File: src/rtl/alu_share_arbiter.sv
// alu_share_arbiter: round-robin arbiter that shares one ap_ctrl_hs ALU
// between NUM_REQ requesters. One request is granted at a time. Its operands
// are latched, issued to the ALU, and the result is returned to the same
// requester through a valid/ready handshake.
module alu_share_arbiter #(
  parameter int NUM_REQ = 4,
  parameter int DATA_W  = 32,
  parameter int OP_W    = 4
) (
  input  logic                          clock,
  input  logic                          reset,
  input  logic [NUM_REQ-1:0]            req_valid,
  output logic [NUM_REQ-1:0]            req_ready,
  input  logic [NUM_REQ*OP_W-1:0]       req_op,
  input  logic [NUM_REQ*DATA_W-1:0]     req_a,
  input  logic [NUM_REQ*DATA_W-1:0]     req_b,
  output logic [NUM_REQ-1:0]            rsp_valid,
  input  logic [NUM_REQ-1:0]            rsp_ready,
  output logic [DATA_W-1:0]             rsp_data,
  output logic                          alu_ap_start,
  input  logic                          alu_ap_ready,
  input  logic                          alu_ap_done,
  output logic [OP_W-1:0]               alu_op,
  output logic [DATA_W-1:0]             alu_a,
  output logic [DATA_W-1:0]             alu_b,
  input  logic [DATA_W-1:0]             alu_ap_return,
  output logic [$clog2(NUM_REQ)-1:0]    grant_id,
  output logic                          busy
);

  localparam int IDW = $clog2(NUM_REQ);
  localparam logic [IDW-1:0] LAST_ID = IDW'(NUM_REQ - 1);

  typedef enum logic [1:0] {
    ST_IDLE  = 2'd0,
    ST_ISSUE = 2'd1,
    ST_WAIT  = 2'd2,
    ST_RESP  = 2'd3
  } state_e;

  state_e             state_q;
  logic [IDW-1:0]     rr_ptr_q;
  logic [IDW-1:0]     grant_id_q;
  logic [OP_W-1:0]    op_q;
  logic [DATA_W-1:0]  a_q;
  logic [DATA_W-1:0]  b_q;
  logic [DATA_W-1:0]  res_q;

  logic               gnt_found_s;
  logic [IDW-1:0]     gnt_idx_s;
  logic [IDW:0]       cand_s;

  function automatic logic [NUM_REQ-1:0] onehot(input logic [IDW-1:0] idx);
    logic [NUM_REQ-1:0] vec;
    vec      = '0;
    vec[idx] = 1'b1;
    return vec;
  endfunction

  // Round-robin search: first valid requester at or after rr_ptr, wrapping.
  always_comb begin
    gnt_found_s = 1'b0;
    gnt_idx_s   = '0;
    cand_s      = '0;
    for (int k = 0; k < NUM_REQ; k++) begin
      cand_s = {1'b0, rr_ptr_q} + (IDW+1)'(k);
      if (cand_s >= (IDW+1)'(NUM_REQ)) begin
        cand_s = cand_s - (IDW+1)'(NUM_REQ);
      end else begin
        cand_s = cand_s;
      end
      if (!gnt_found_s && req_valid[cand_s[IDW-1:0]]) begin
        gnt_found_s = 1'b1;
        gnt_idx_s   = cand_s[IDW-1:0];
      end else begin
        gnt_found_s = gnt_found_s;
      end
    end
  end

  // Accept pulse toward the winning requester, only while idle.
  always_comb begin
    if (state_q == ST_IDLE && gnt_found_s) begin
      req_ready = onehot(gnt_idx_s);
    end else begin
      req_ready = '0;
    end
  end

  // Response valid toward the granted requester while in RESP.
  always_comb begin
    if (state_q == ST_RESP) begin
      rsp_valid = onehot(grant_id_q);
    end else begin
      rsp_valid = '0;
    end
  end

  assign alu_ap_start = (state_q == ST_ISSUE);
  assign busy         = (state_q != ST_IDLE);
  assign alu_op       = op_q;
  assign alu_a        = a_q;
  assign alu_b        = b_q;
  assign rsp_data     = res_q;
  assign grant_id     = grant_id_q;

  // Sequencer FSM: grant, issue to ALU, wait for result, hand result back.
  always_ff @(posedge clock) begin
    if (reset) begin
      state_q    <= ST_IDLE;
      rr_ptr_q   <= '0;
      grant_id_q <= '0;
      op_q       <= '0;
      a_q        <= '0;
      b_q        <= '0;
      res_q      <= '0;
    end else begin
      case (state_q)
        ST_IDLE: begin
          if (gnt_found_s) begin
            op_q       <= req_op[gnt_idx_s*OP_W +: OP_W];
            a_q        <= req_a[gnt_idx_s*DATA_W +: DATA_W];
            b_q        <= req_b[gnt_idx_s*DATA_W +: DATA_W];
            grant_id_q <= gnt_idx_s;
            state_q    <= ST_ISSUE;
          end
        end
        ST_ISSUE: begin
          // ap_done without ap_ready belongs to nothing we issued.
          if (alu_ap_ready) begin
            if (alu_ap_done) begin
              res_q   <= alu_ap_return;
              state_q <= ST_RESP;
            end else begin
              state_q <= ST_WAIT;
            end
          end
        end
        ST_WAIT: begin
          if (alu_ap_done) begin
            res_q   <= alu_ap_return;
            state_q <= ST_RESP;
          end
        end
        ST_RESP: begin
          if (rsp_ready[grant_id_q]) begin
            state_q  <= ST_IDLE;
            rr_ptr_q <= (grant_id_q == LAST_ID) ? '0 : grant_id_q + IDW'(1);
          end
        end
        default: begin
          state_q <= ST_IDLE;
        end
      endcase
    end
  end

endmodule

File: config.mk
export PLATFORM = sky130hd
export DESIGN_NAME = alu_share_arbiter
export DESIGN_NICKNAME = d
export VERILOG_FILES = /design/src/rtl/alu_share_arbiter.sv
export SDC_FILE = /design/constraint.sdc
export NUM_CORES = 1
export LEC_CHECK = 0
export ABC_AREA = 1
export CAP_MARGIN = 40
export CORE_AREA = 2 2 167 169
export CTS_CLUSTER_DIAMETER = 40
export DETAILED_ROUTE_END_ITERATION = 6
export DIE_AREA = 0 0 169 171
export DONT_BUFFER_PORTS = 1
export GPL_ROUTABILITY_DRIVEN = 0
export SETUP_SLACK_MARGIN = 0.3
export SLEW_MARGIN = 20
export SYNTH_ARGS = -nofsm -noshare
export SYNTH_HDL_FRONTEND = slang
export SYNTH_SLANG_ARGS = --single-unit
File: constraint.sdc
create_clock -name clock -period 2.2 [get_ports clock]
set_input_delay 0.22 -clock clock [delete_from_list [all_inputs] [get_ports clock]]
set_output_delay 0.22 -clock clock [all_outputs]
set_load 0.01 [all_outputs]
==> run_1/route_heat.png <==
Drawn at 2 px/um. 34 x 34 tiles, from white (low) to dark blue (high), scaled to the fullest tile. Values are wire area over tile area, all layers added.
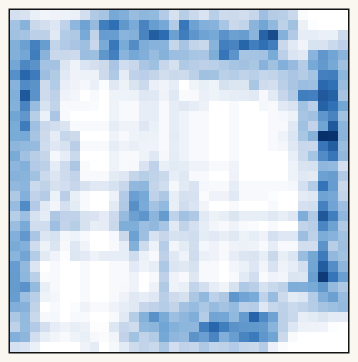
emptiest ninth of the die: lower left
fullest tile: 0.77
mean over tiles: 0.18
nearly empty tiles: 12%
tiles over half the peak: 13%
total global routing track utilization: 0.200
wire per inst: 17.8 um
vias post-DR: 9093

==> run_1/congestion_map.png <==
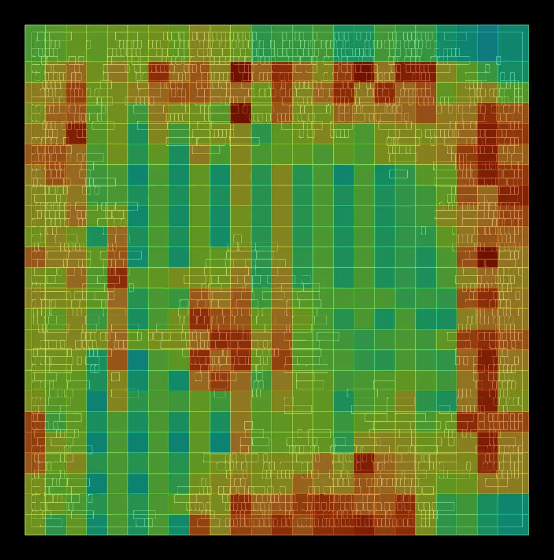
Final Core Density: 0.398
global routing usage on met2: 0.352
gr busiest metal: met2
met3 global-route usage: 0.0567
met1 track demand over resource in global routing: 0.233

==> run_1/closeup.png <==
Window x 70 to 100, y 36 to 66 um. Cells in grey, sequential cells in the stronger grey; small squares are vias.
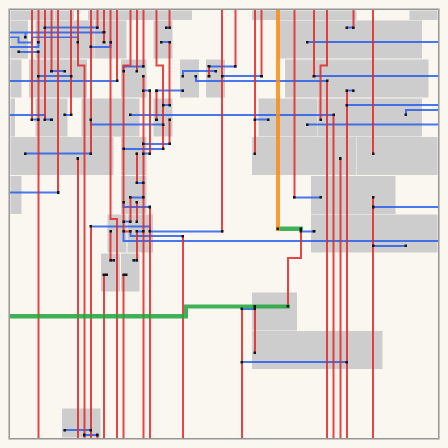
legend:
  M1:
    colour: blue
  M3:
    colour: green
  M2:
    colour: red
  M4:
    colour: orange
cells with their middle in the window: 28
most frequent: nand3_1 (4), buf_12 (4)
sequential cells in the window: 0

-- run 1: synthesized netlist by cell type --
cell and instances:
sky130_fd_sc_hd__inv_1 390, sky130_fd_sc_hd__nor2_1 178, sky130_fd_sc_hd__nand2_2 4, sky130_fd_sc_hd__nor3_1 3
sky130_fd_sc_hd__inv_2 4, sky130_fd_sc_hd__o211ai_1 1, sky130_fd_sc_hd__o21ai_0 1, sky130_fd_sc_hd__a211oi_1 37
sky130_fd_sc_hd__nor2_4 1, sky130_fd_sc_hd__buf_4 13, sky130_fd_sc_hd__nand3_2 3, sky130_fd_sc_hd__buf_6 5
sky130_fd_sc_hd__a311o_1 1, sky130_fd_sc_hd__ha_1 9, sky130_fd_sc_hd__nand2_1 248, sky130_fd_sc_hd__clkbuf_1 22
sky130_fd_sc_hd__o21ai_2 1, sky130_fd_sc_hd__dfxtp_1 106, sky130_fd_sc_hd__buf_1 4, sky130_fd_sc_hd__nand3_1 351
sky130_fd_sc_hd__buf_2 50, sky130_fd_sc_hd__a21oi_1 3, sky130_fd_sc_hd__a31oi_1 1
-- run 1: layout by cell type, fill, tap and decap left out, types with 2 or more instances in the layout --
cell / count
sky130_fd_sc_hd__inv_6: 5
sky130_fd_sc_hd__inv_1: 388
sky130_fd_sc_hd__buf_12: 31
sky130_fd_sc_hd__inv_2: 2
sky130_fd_sc_hd__a211oi_1: 36
sky130_fd_sc_hd__nand3_4: 9
sky130_fd_sc_hd__buf_16: 29
sky130_fd_sc_hd__clkinv_8: 3
sky130_fd_sc_hd__nand2_2: 66
sky130_fd_sc_hd__nand3_1: 283
sky130_fd_sc_hd__dfxtp_4: 2
sky130_fd_sc_hd__nor3_4: 2
sky130_fd_sc_hd__nand2_1: 175
sky130_fd_sc_hd__a21oi_1: 2
sky130_fd_sc_hd__buf_6: 13
sky130_fd_sc_hd__nand3_2: 62
sky130_fd_sc_hd__clkbuf_16: 13
sky130_fd_sc_hd__ha_1: 8
sky130_fd_sc_hd__dfxtp_1: 104
sky130_fd_sc_hd__nor2_2: 2
sky130_fd_sc_hd__nand2_4: 11
sky130_fd_sc_hd__nor2_1: 176
sky130_fd_sc_hd__buf_8: 5
sky130_fd_sc_hd__buf_4: 19
-- run 1: layout make-up --
class                           instances  area [um^2]
Fill cell                            2849        16500
Multi-Input combinational cell        842         4580
Sequential cell                       106         2130
Timing Repair Buffer                  103         1930
Inverter                              394         1500
Tap cell                              346          433
Clock buffer                            9          225
Clock inverter                          7         82.6
-- run 1: layer usage --
metal,wire length (um),GRT usage
met1,12500,0.233
met2,15900,0.352
met3,2920,0.0567
met4,852,0.0654
met5,0,0
-- run 1: what timing repair did --
action,4_1_cts,5_1_grt
hold endpoints to repair,51,0
pin swaps,8,82
resized,77,171
endpoints found under the setup margin,74,89
cloned,24,6
setup buffers,34,11
hold buffers,2,0
-- run 1: cell families (layout without fill, tap and decap cells) --
group | after synthesis | count (layout) | share of synthesized area
buffers and inverters | 488 | 513 | 0.248
adders and majority gates | 9 | 9 | 0.0141
DFF | 106 | 106 | 0.266
AOI/OAI and AO/OA | 45 | 45 | 0.0414
and+or+nand+nor | 788 | 788 | 0.431
==> flow_metrics.py <==
# Metrics from the implementation run
metrics = {
    "status": {
        "outcome": "finished, violations left",
        "failed_checks": "setup timing",
    },
    "synthesis": {
        "cell_taking_the_most_area_after_synthesis": "sky130_fd_sc_hd__dfxtp_1",
        "yosys_warnings": 0,
        "synthTopCellsByArea": "sky130_fd_sc_hd__dfxtp_1 27%, sky130_fd_sc_hd__nand3_1 22%, sky130_fd_sc_hd__inv_1 18%",
        "area_leader_share": 0.266,
    },
    "global_routing": {
        "pin_count_of_the_biggest_net_entering_global_routing": 65,
        "gr-total-overflow": 0,
        "grt_pass1_vias": 8120,
    },
    "timing": {
        "worst_hold_slack_ns": 0.0247,
        "final-hold-violation-count": 0,
        "setup_ws_ns": -0.131,
        "post-route-min-period_ns": 2.33,
        "setup-violations-final": 35,
    },
    "critical_path": {
        "worst-path-buf-inv": 5,
        "timing.critical_path.from_type": "flip-flop",
        "r2r-start": "rr_ptr_q[0]",
        "r2r_cells": 18,
        "r2r_slack_ns": -0.04,
        "timing.rr.end": "alu_b[27]",
        "setup.worst_path.start": "rr_ptr_q[0]",
    },
    "placed_design": {
        "detailedPlace.worstSlack_ns": 0.123,
        "dp_cells": 1714,
    },
    "hold_path": {
        "min_path_cells": 2,
        "timing.hold.worst.class": "in2reg",
    },
    "power": {
        "part_of_the_power_in_the_clock_network": 0.108,
        "powerClk_mw": 1.72,
        "intPower_mw": 8.32,
        "total_switching_power_mw": 7.54,
        "p_leak_nw": 6.13,
        "power.density_nw_per_um2": 1460,
    },
    "clock_network": {
        "clk_pin_slew_ns": 0.09,
        "clock_latency_ns": 0.37,
    },
    "routing": {
        "avgViaCountPerCell": 5.03,
        "first_pass_iters": 5,
        "finalWirelength_um": 32200,
    },
    "final_layout": {
        "layout-drive-gt1-share": 0.195,
        "final_cell_area_um2": 10900,
        "syn2layout_area_growth_pct": 36.2,
    },
    "die": {
        "die_width_um": 169,
    },
    "run": {
        "drv_cap": 0,
    },
}
No activity file was given, so power comes from the tool's default toggle rates.
